<file path="config.mk">
export PLATFORM = sky130hd
export DESIGN_NAME = rle_pack
export DESIGN_NICKNAME = d
export VERILOG_FILES = /design/src/rtl/rle_pack.sv
export SDC_FILE = /design/constraint.sdc
export NUM_CORES = 1
export LEC_CHECK = 0
export CAP_MARGIN = 20
export CELL_PAD_IN_SITES_DETAIL_PLACEMENT = 1
export CELL_PAD_IN_SITES_GLOBAL_PLACEMENT = 1
export CORE_MARGIN = 4
export CORE_UTILIZATION = 40
export DETAILED_ROUTE_END_ITERATION = 10
export PLACE_DENSITY = 0.76
export SYNTH_ARGS = -nofsm -noshare
export SYNTH_HDL_FRONTEND = slang
export SYNTH_SLANG_ARGS = --single-unit
</file>
<file path="constraint.sdc">
create_clock -name clk -period 3.5 [get_ports clk]
set_input_delay 0.7 -clock clk [delete_from_list [all_inputs] [get_ports clk]]
set_output_delay 0.7 -clock clk [all_outputs]
set_load 0.01 [all_outputs]
</file>
<file path="src/rtl/rle_pack.sv">
// Byte-lane packer: drops disabled lanes from each stream word and packs the
// enabled bytes densely into full DW-bit words; residue leaves on flush.
module rle_pack #(
    parameter int DW = 32,
    parameter int KW = DW / 8
) (
    input  logic          clk,
    input  logic          rst,
    input  logic [KW-1:0] disabledGroups,
    input  logic          flush,
    input  logic [DW-1:0] sti_data,
    input  logic          sti_valid,
    output logic          sti_ready,
    output logic [DW-1:0] sto_data,
    output logic [KW-1:0] sto_keep,
    output logic          sto_valid,
    input  logic          sto_ready
);

    localparam int BW   = DW - 8;
    localparam int CW   = 2 * DW - 8;
    localparam int CNTW = $clog2(KW);
    localparam int TW   = $clog2(2 * KW);
    localparam int IW   = $clog2(KW + 1);

    logic [BW-1:0]   res_buf;
    logic [CNTW-1:0] cnt;
    logic            flush_pend;

    logic            out_free;
    logic            accept;
    logic            flush_act;
    logic [DW-1:0]   packed_w;
    logic [IW-1:0]   n_en;
    logic [CW-1:0]   comb_w;
    logic [TW-1:0]   tot;
    logic [KW-1:0]   flush_keep;

    assign out_free  = !sto_valid || sto_ready;
    assign sti_ready = out_free && !flush_pend && !flush;
    assign accept    = sti_valid && sti_ready;
    assign flush_act = out_free && (flush || flush_pend);

    // Compact enabled lanes toward lane 0, preserving ascending lane order.
    always_comb begin
        packed_w = '0;
        n_en     = '0;
        for (int k = 0; k < KW; k++) begin
            if (!disabledGroups[k]) begin
                packed_w[8*n_en +: 8] = sti_data[8*k +: 8];
                n_en = n_en + IW'(1);
            end
        end
    end

    always_comb begin
        comb_w = CW'(res_buf) | (CW'(packed_w) << (8 * cnt));
        tot    = TW'(cnt) + TW'(n_en);
        flush_keep = '0;
        for (int k = 0; k < KW; k++) begin
            flush_keep[k] = (CNTW'(k) < cnt);
        end
    end

    always_ff @(posedge clk or posedge rst) begin
        if (rst) begin
            sto_valid  <= 1'b0;
            sto_data   <= '0;
            sto_keep   <= '0;
            res_buf    <= '0;
            cnt        <= '0;
            flush_pend <= 1'b0;
        end else if (flush_act) begin
            flush_pend <= 1'b0;
            if (cnt != '0) begin
                sto_data  <= DW'(res_buf);
                sto_keep  <= flush_keep;
                sto_valid <= 1'b1;
                cnt       <= '0;
                res_buf   <= '0;
            end else if (sto_ready) begin
                sto_valid <= 1'b0;
            end
        end else begin
            // Flush arriving while the output is stalled waits for the slot.
            if (flush) begin
                flush_pend <= 1'b1;
            end
            if (accept) begin
                if (tot >= TW'(KW)) begin
                    sto_data  <= comb_w[DW-1:0];
                    sto_keep  <= '1;
                    sto_valid <= 1'b1;
                    res_buf   <= comb_w[CW-1:DW];
                    cnt       <= CNTW'(tot - TW'(KW));
                end else begin
                    res_buf <= comb_w[BW-1:0];
                    cnt     <= CNTW'(tot);
                    if (sto_ready) begin
                        sto_valid <= 1'b0;
                    end
                end
            end else if (sto_ready) begin
                sto_valid <= 1'b0;
            end
        end
    end

endmodule

</file>
Fig. 1: M1 wires
Cells faint in the background.
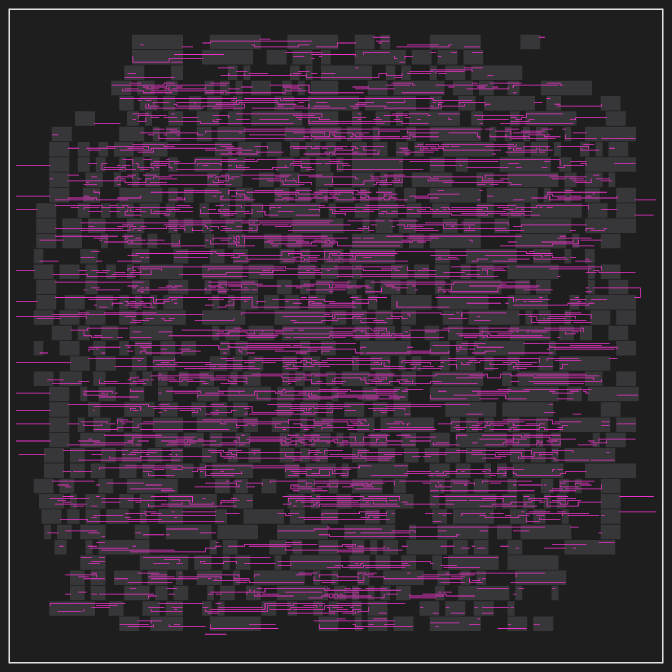
wire length on this layer	7,950 µm
share of all routed wire	44%
main direction	horizontal
nets with wire on the layer	645
via count: 4,966
Routed WL: 18,100 µm
met1 GRT Util: 36.5%

==> Slide: Implementation Results <==
Physical Implementation Snapshot

Timing
  – Slew Limit Headroom: 34.5%
  – Setup_tns: 0 ps
  – RSZ-0062 raised after global routing: no
  – Fmax: 291 MHz
  – Hold Worst Slack: 475 ps
  – Hold Vio Cnt, Final: 0
  – Worst Tran Pin Value: 978 ps
  – Fin crit share: 98.3%
  – Period minus WS final: 3440 ps
  – Final Setup Violations: 0
  – Worst Skew: 3.88 ps
  – Fin. max-slew vios: 0

Cells and area
  – Diode count: 0
  – Comb area: 3100 µm²
  – Top cell excl fill/tap: buf_4
  – Filler cell count: 1,310
  – Nets: 713
  – Area Growth Syn to Fin: 45.2%
  – Dominant logic cell types in the final layout: buf_4, clkdlybuf4s50_1, dfrtp_1
  – Register area: 1600 µm²
  – Cell area after layout: 6760 µm²
  – Fin util: 59.2%
  – Layout cells sized above 1: 27.6%

Route
  – M1 wire length: 7950 µm
  – WL/cell: 22.4 µm
  – Met2 routed WL: 8670 µm
  – DRT iter0 DRCs: 346
  – Drt drc: 0
  – Drt first pass iters: 5
  – Vias per cell: 6.14
  – DR top layer: met4
  – Post-route ant nets: 0
  – Met3 WL: 1030 µm

Logic synthesis
  – Mapped Area: 4650 µm²
  – Main flop type: dfrtp_1
  – Post-synthesis sequential area ratio: 34.4%
  – Post-Syn Instances: 507
  – Ys cells: 507
  – Async set or reset register ratio after synthesis: 100%
  – Post-synth EDFFs: 0
  – Avg Cell Area, Syn: 9.18 µm²
  – Flops & latches, synth: 64
  – Syn. warnings: 0
  – Net Count, Synth: 558
  – Netlist cell types: 73
  – Yosys Chip Area: 4650 µm²

Pwr
  – Lkg Pwr: 0.00286 µW
  – Clock network power share: 18.3%
  – Pwr dens: 669 nW/µm²
  – Pint: 2680 µW
  – Total chip power: 4520 µW
  – Logic pwr share: 54.0%
  – Peak VDD IR: 0.375 mV
  – Net Sw Power: 1840 µW
  – Switching part of the total power: 40.7%
  – Sequential share of power: 27.7%

Global routing
  – Vias in the first global route: 5,176
  – Global-route wire length before repair: 28,900 µm
  – GRT Residual Overflow: 0
  – Largest net degree at the start of global routing: 31
  – Total global-route track usage: 27.8%
  – Initial antenna violation count: 0

Clock tree
  – Cts repair resizes: 31
  – Clk slew on worst S/H paths: 60 ps
  – CTS tree: built
  – Clock buffers created by TritonCTS: 9
  – Post CTS Setup Buffer Count: 2
  – Clk sinks: 64
  – Largest buffer count on any clock path: 2
  – Clock latency on the worst-skew pair: 330 ps
  – Hold buffers post-CTS: 0
  – CTS HTree Levels: 3
  – Root Driver: clkbuf_16

Die
  – Fp_density: 40.8%
  – Row Count: 39
  – Core area: 11,400 µm²
  – Die extent in y: 116 µm
  – I/O pin count: 79
  – Die Wd: 116 µm
  – Die area: 13,400 µm²

Setup path
  – Crit-path max FO: 5
  – CP Capture Type: flip-flop
  – Worst EP required: 3760 ps
  – Critical Path AT: 3700 ps
  – Path type of the worst setup path: input port to flip-flop
  – CP Launch Type: input port

Placed design
  – Area post-placement: 6250 µm²
  – Gp weighted congestion: 0.939
  – DP HPWL: 13,800 µm
  – # port buffers: 78

Run
  – Max-cap violations: 0
  – Tool Warnings: 31

Run status
  – Outcome: finished clean

Hold path
  – HP Class: flip-flop to flip-flop
Fig. 2: the metal 2 layer
The bar under the picture is 20 µm long.
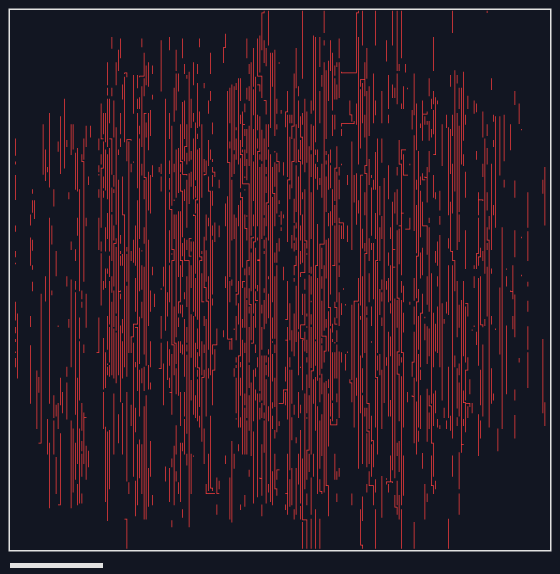
main direction	vertical
nets with wire on the layer	640
wire length on this layer	8,670 µm
longest straight run	74.5 µm
share of all routed wire	48%
met2 global-route usage: 46.6%

## power groups by stage
stage | clock (µW) | combinational, µW | sequential, µW
final | 825 | 2440 | 1250
after global routing | 872 | 2620 | 1290
after CTS | 834 | 2360 | 1240
after detailed placement | 0 | 2280 | 1240
after global placement | 0 | 2210 | 1230
after floorplan | 0 | 1150 | 1260
## cells in the mapped netlist (5+ instances only)
cell type | number | area [µm²]
a211oi_1 | 5 | 37.5
a21o_1 | 10 | 75.1
a21oi_1 | 35 | 175
a22o_1 | 17 | 149
a22oi_1 | 5 | 37.5
a31oi_1 | 11 | 68.8
a31oi_2 | 5 | 62.6
a32oi_1 | 8 | 70.1
and2_1 | 7 | 43.8
and3b_1 | 6 | 52.6
buf_2 | 9 | 45.0
buf_6 | 5 | 56.3
clkbuf_1 | 10 | 37.5
dfrtp_1 | 64 | 1600
ha_1 | 8 | 100
inv_1 | 8 | 30.0
mux2i_1 | 16 | 160
nand2_1 | 43 | 161
nand2b_1 | 13 | 81.3
nand3_1 | 13 | 65.1
nor2_1 | 33 | 124
nor2b_1 | 11 | 68.8
nor3_1 | 13 | 65.1
o21ai_0 | 26 | 130
o21ai_1 | 14 | 70.1
o221ai_1 | 8 | 70.1
o22a_1 | 5 | 43.8
o22ai_1 | 9 | 56.3
## layout make-up
type | instances | area share [%]
multi-input cells | 404 | 45.8
clock inverters | 5 | 0.500
inverters | 11 | 0.722
clock buffers | 10 | 3.54
flip-flops and latches | 64 | 23.7
well taps | 143 | 2.65
repair buffers | 172 | 23.1
## worst paths after layout
check	start	to	slack, ps	cells past startpoint
setup / recovery	disabledGroups[2]	sto_data[23]	60	14
hold / removal	sto_data[25]	sto_data[25]	470	1
setup reg to reg	cnt[0]	sto_data[20]	720	7
hold reg to reg	sto_data[25]	sto_data[25]	470	1
max in group asynchronous	rst	res_buf[0]	1970	3
min in group asynchronous	rst	sto_keep[3]	770	2
## logic make-up after synthesis
logic type                 Yosys count  synth area share [%]
muxes                               18                  3.93
AOI/OAI and AO/OA                  204                  33.0
buffers and inverters               39                  4.19
adders and majority gates           10                  3.01
and+or+nand+nor                    168                  20.4
xor gates and xnor gates             4                  1.08
DFF                                 64                  34.4
## flip-flops by register name, indices dropped and copies added, names as in the netlist
signal and count:
sto_data 32, res_buf 24, cnt 2, sto_valid 1, sto_keep 4, flush_pend 1
## routing by layer
metal,vias up,track usage [%]
li1,2240,-
met1,2492,36.5
met2,197,46.6
met3,37,4.75
met4,0,9.28
met5,-,0
## critical path, cell delays in order
cell and delay [ps]:
clkdlybuf4s15_1 190, inv_2 60, fa_2 590, clkinv_4 70
ha_4 160, ha_4 230, or4b_4 530, or2_4 270
buf_8 150, a31oi_4 180, buf_4 150, nand2_1 50
o211a_1 180, a21oi_1 160
## metrics by stage
stage | worst slack [ps] | instances
final | 60.5 | 809
after global routing | 5.40 | 809
after CTS | 11.3 | 807
after detailed placement | -1020 | 789
after global placement | -850 | 789
after floorplan | -27.4 | 507
Power is estimated from default activity; no workload was simulated.
